### src/rtl/div_unit_pkg.sv
// Shared types and sizing for the iterative signed divider.
package div_unit_pkg;

    localparam int DIV_WIDTH_DEFAULT = 32;

    function automatic int div_cnt_w(input int w);
        return $clog2(w);
    endfunction

    localparam int DIV_CNT_W = div_cnt_w(DIV_WIDTH_DEFAULT);

    typedef enum logic [1:0] {
        IDLE = 2'd0,
        RUN  = 2'd1,
        FIX  = 2'd2
    } div_state_t;

endpackage

### src/rtl/div_unit_step.sv
// One combinational restoring shift-subtract iteration on magnitudes.
module div_unit_step #(
    parameter int WIDTH = 32
) (
    input  logic [WIDTH-1:0] rem,
    input  logic [WIDTH-1:0] quo,
    input  logic [WIDTH-1:0] dvs,
    output logic [WIDTH-1:0] rem_next,
    output logic [WIDTH-1:0] quo_next
);

    logic [WIDTH:0]        shifted;
    logic signed [WIDTH:0] trial;

    // rem < dvs always holds, so the shifted remainder needs one extra bit and
    // the difference fits in WIDTH+1 signed bits.
    assign shifted  = {rem, quo[WIDTH-1]};
    assign trial    = $signed(shifted - {1'b0, dvs});
    assign rem_next = trial[WIDTH] ? shifted[WIDTH-1:0] : trial[WIDTH-1:0];
    assign quo_next = {quo[WIDTH-2:0], ~trial[WIDTH]};

endmodule

### src/rtl/div_unit.sv
// Iterative 32-bit signed divider (MIPS div): quotient on lo, remainder on hi.
// Optional `DIV_UNIT_DIVU_EN adds is_unsigned for MIPS divu.
module div_unit
    import div_unit_pkg::*;
#(
    parameter int WIDTH = DIV_WIDTH_DEFAULT
) (
    input  logic             clk,
    input  logic             reset,
    input  logic             start,
    input  logic [WIDTH-1:0] dividend,
    input  logic [WIDTH-1:0] divisor,
`ifdef DIV_UNIT_DIVU_EN
    input  logic             is_unsigned,
`endif
    output logic             busy,
    output logic             done,
    output logic             divzero,
    output logic [WIDTH-1:0] hi,
    output logic [WIDTH-1:0] lo
);

    localparam int CNT_W = div_cnt_w(WIDTH);
    localparam logic [CNT_W-1:0] CNT_LAST = CNT_W'(WIDTH - 1);

    function automatic logic [WIDTH-1:0] cond_neg(input logic [WIDTH-1:0] v, input logic neg);
        return neg ? (~v + 1'b1) : v;
    endfunction

    div_state_t       state;
    logic [CNT_W-1:0] cnt;
    logic [WIDTH-1:0] rem;
    logic [WIDTH-1:0] quo;
    logic [WIDTH-1:0] dvs;
    logic             neg_quo;
    logic             neg_rem;
    logic [WIDTH-1:0] rem_next;
    logic [WIDTH-1:0] quo_next;

    logic                    uns;
    logic signed [WIDTH-1:0] dividend_s;
    logic signed [WIDTH-1:0] divisor_s;
    logic                    sign_a;
    logic                    sign_b;

`ifdef DIV_UNIT_DIVU_EN
    assign uns = is_unsigned;
`else
    assign uns = 1'b0;
`endif

    assign dividend_s = $signed(dividend);
    assign divisor_s  = $signed(divisor);
    assign sign_a     = (dividend_s < 0) && !uns;
    assign sign_b     = (divisor_s < 0) && !uns;

    div_unit_step #(.WIDTH(WIDTH)) u_step (
        .rem      (rem),
        .quo      (quo),
        .dvs      (dvs),
        .rem_next (rem_next),
        .quo_next (quo_next)
    );

    always_ff @(posedge clk or negedge reset) begin
        if (!reset) begin
            state   <= IDLE;
            cnt     <= '0;
            rem     <= '0;
            quo     <= '0;
            dvs     <= '0;
            neg_quo <= 1'b0;
            neg_rem <= 1'b0;
            busy    <= 1'b0;
            done    <= 1'b0;
            divzero <= 1'b0;
            hi      <= '0;
            lo      <= '0;
        end else begin
            done    <= 1'b0;
            divzero <= 1'b0;
            case (state)
                IDLE: begin
                    if (start) begin
                        if (divisor == '0) begin
                            done    <= 1'b1;
                            divzero <= 1'b1;
                        end else begin
                            // Magnitudes wrap modulo 2^WIDTH, so -2^(W-1) stays 0x80..0.
                            neg_quo <= sign_a ^ sign_b;
                            neg_rem <= sign_a;
                            quo     <= cond_neg(dividend, sign_a);
                            dvs     <= cond_neg(divisor, sign_b);
                            rem     <= '0;
                            cnt     <= '0;
                            busy    <= 1'b1;
                            state   <= RUN;
                        end
                    end
                end
                RUN: begin
                    rem <= rem_next;
                    quo <= quo_next;
                    cnt <= cnt + 1'b1;
                    if (cnt == CNT_LAST) begin
                        state <= FIX;
                    end
                end
                FIX: begin
                    lo    <= cond_neg(quo, neg_quo);
                    hi    <= cond_neg(rem, neg_rem);
                    done  <= 1'b1;
                    busy  <= 1'b0;
                    state <= IDLE;
                end
                default: state <= IDLE;
            endcase
        end
    end

endmodule

### config.mk
export PLATFORM = sky130hd
export DESIGN_NAME = div_unit
export DESIGN_NICKNAME = d
export VERILOG_FILES = /design/src/rtl/div_unit_pkg.sv /design/src/rtl/div_unit_step.sv /design/src/rtl/div_unit.sv
export SDC_FILE = /design/constraint.sdc
export NUM_CORES = 1
export LEC_CHECK = 0
export ABC_AREA = 1
export CORE_MARGIN = 2
export CORE_UTILIZATION = 45
export CTS_CLUSTER_DIAMETER = 150
export CTS_CLUSTER_SIZE = 12
export DETAILED_ROUTE_END_ITERATION = 8
export GPL_TIMING_DRIVEN = 0
export PLACE_DENSITY = 0.68
export SETUP_SLACK_MARGIN = 0.02
export SLEW_MARGIN = 10
export SYNTH_ARGS = -nofsm -noshare
export SYNTH_HDL_FRONTEND = slang
export SYNTH_SLANG_ARGS = --single-unit
### constraint.sdc
create_clock -name clk -period 2.15 [get_ports clk]
set_input_delay 0.43 -clock clk [delete_from_list [all_inputs] [get_ports clk]]
set_output_delay 0.43 -clock clk [all_outputs]
set_load 0.005 [all_outputs]
m4.png
(2 px per µm)
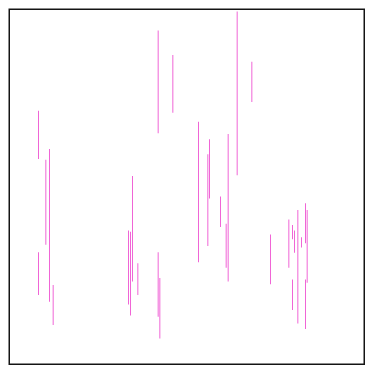
The layer carries 1050 µm of wire. The longest straight run is 81.6 µm. The layer holds 2.4% of the routed length.
Via Count: 14100
final wirelength: 44.1 mm

gates.png
(2 px per µm)
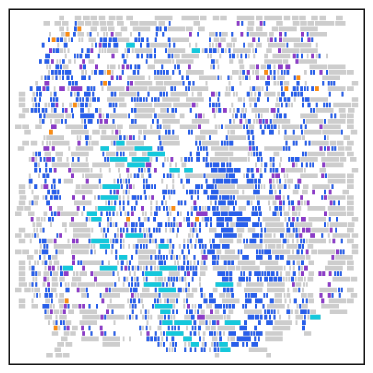
Key: and/or cells = orange [cells 16, most used or2_2, where all over the die]; nand cells = blue [cells 1033, most used nand2_1, where all over the die]; aoi and oai cells = purple [cells 175, most used o21ai_0, where all over the die]; fa/ha/maj cells = cyan [cells 39, most used ha_4]
Layout Cells excl Fill: 2644
combinational share of cell area: 0.496

==> results.ini <==
[run_status]
status=complete, but fails checks
violations=negative setup slack

[drt]
m1WireLength_mm=20.8
initialDrtViolationCount=1156
wl_met3_mm=3.32
via_per_inst=5.32
met2_length_mm=18.8
maxUsedRoutingLayer=met4
first_pass_iters=6
antenna_left=0
avgRoutedWirePerCell_um=16.7
drc_errors=0

[floorplan]
die_w_um=177
ios=134
core_area_mm2=0.0295
nWellTaps=390
fp_util=0.455
die_area_mm2=0.0312
rows=63
die.size.y_um=177

[hold_path]
min-delay-start=dividend[0]
hold_end=quo[0]
hold_depth=3
min_path_type=in2reg

[final_layout]
comb_area_mm2=0.00838
diodes=0
layout.nonclk_buf_frac=0.122
drive_above_1_share=0.132
lay_top_count=nand2_1
nFillCells=2919
clk_share=0.0359
n_all_buffers=224
nets=2347
comb_cells=1552
seq_cell_count=172
lay_top_cells=nand2_1, inv_1, nand3_1, dfrtp_1, nor2_1
fin_util=0.574
largestClassByArea=combinational gates
seq_share=0.255
clock_buffers=17
inverters=274
final_area_mm2=0.0169
syn_to_final_growth_pct=26.0

[logic_synthesis]
floorplan.nets=2163
ys_warn_count=0
aoi_share=0.0716
adder_share=0.0369
top_cell_area_share=0.321
ys_area_mm2=0.0134
synth.area.top_cells=dfrtp_1, nand2_1, nand3_1
top_cells_by_count=nand2_1, inv_1, nand3_1
async_flop_share=1.00
yosysMostFrequentCell=nand2_1
top_logic_kind=simple AND/OR/NAND/NOR gates
edf_count=0
syn-cell-area_mm2=0.0134
synth_top_cell_by_area=dfrtp_1
ys_sh_xor=0.0489
postSynthSeqShare=0.321
avgSynthCellArea_um2=6.52
simple_gate_share=0.416
synth_flops=172
synth_cells=2057
ys_types=50
mux_area_frac=0
ys_cells=2057
synth-main-ff-cell=dfrtp_1

[clock_tree]
clkLatencyLatePin_ps=460
cts_resized=88
cts_buffers=17
cts_tree=yes
cts_root_buf=clkbuf_16
post_cts_buffers=14
htree_levels=4
cts_max_path_buffers=2
cts.sink_count=172
clk_pin_slew_ps=80

[grt]
grtUsageMet2=0.438
grt_pass1_vias=13100
antenna_found_initial=0
use_met3=0.0417
grt_max_degree=90
grt_busiest_layer=met2
met1_usage=0.426
grt_first_pass_wirelength_mm=70.2
grt_usage=0.287

[power]
p_leak_nw=8.41
power.group.top=combinational logic
total_power_mw=27.5
power_density_mw_per_mm2=1620
power_switching_mw=14.3
pwr-share-comb=0.661
switching_share=0.521
seq_power_mw=6.08
peakVddDrop_v=0.000780
p_clk_frac=0.117
comb_power_mw=18.2
p_clk_mw=3.22
seqPwrFrac=0.221

[worst_setup_path]
critPathArrivalTime_ps=2810
rrSetupSlack_ps=-280
crit_end=rem[16]
cp_max_fo=10
max_stage_delay_ps=490
crit_type=reg2reg
required_ps=2540
reg2reg_depth=12
crit_start=rem[30]
crit_chain=ha_1 -> nand2_1 -> nor2_1 -> nand2_1 -> inv_1 -> a21oi_4 -> buf_4 -> nand3_4 -> clkbuf_4 -> nand3_1 -> nand3_2 -> nand2_2
crit_family=simple AND/OR/NAND/NOR gates
start_kind=flip-flop
cp-end-kind=flip-flop
r2r_end=rem[16]
reg2reg_from=rem[30]
cp.depth=12
worst_path_most_repeated_cell=nand2_1
cp_slowest_cell=dfrtp_1
cp_num_buf_inv=3

[final_timing]
min_period_ps=2430
report.final.setup_viol=33
final_hold_viol_count=0
slew_headroom=0.300
maxSlewViolCount=0
worst_pin_slew_ps=1040
skew_ps=15.8
tns_ps=-6590
fin_crit_sh=1.13
worst_slack_ps=-277
hold_ws_ps=308
rsz0062_at_grt=true

[place]
gp_congestion=0.979
dp_slack_ps=-1080
numPlacedInstances=2581
dp.final_hpwl_mm=34.8
dpl_cell_area_mm2=0.0153
io_buffers=133

[run]
max_cap_violations=0
warnings=28

Power is estimated from default activity; no workload was simulated.
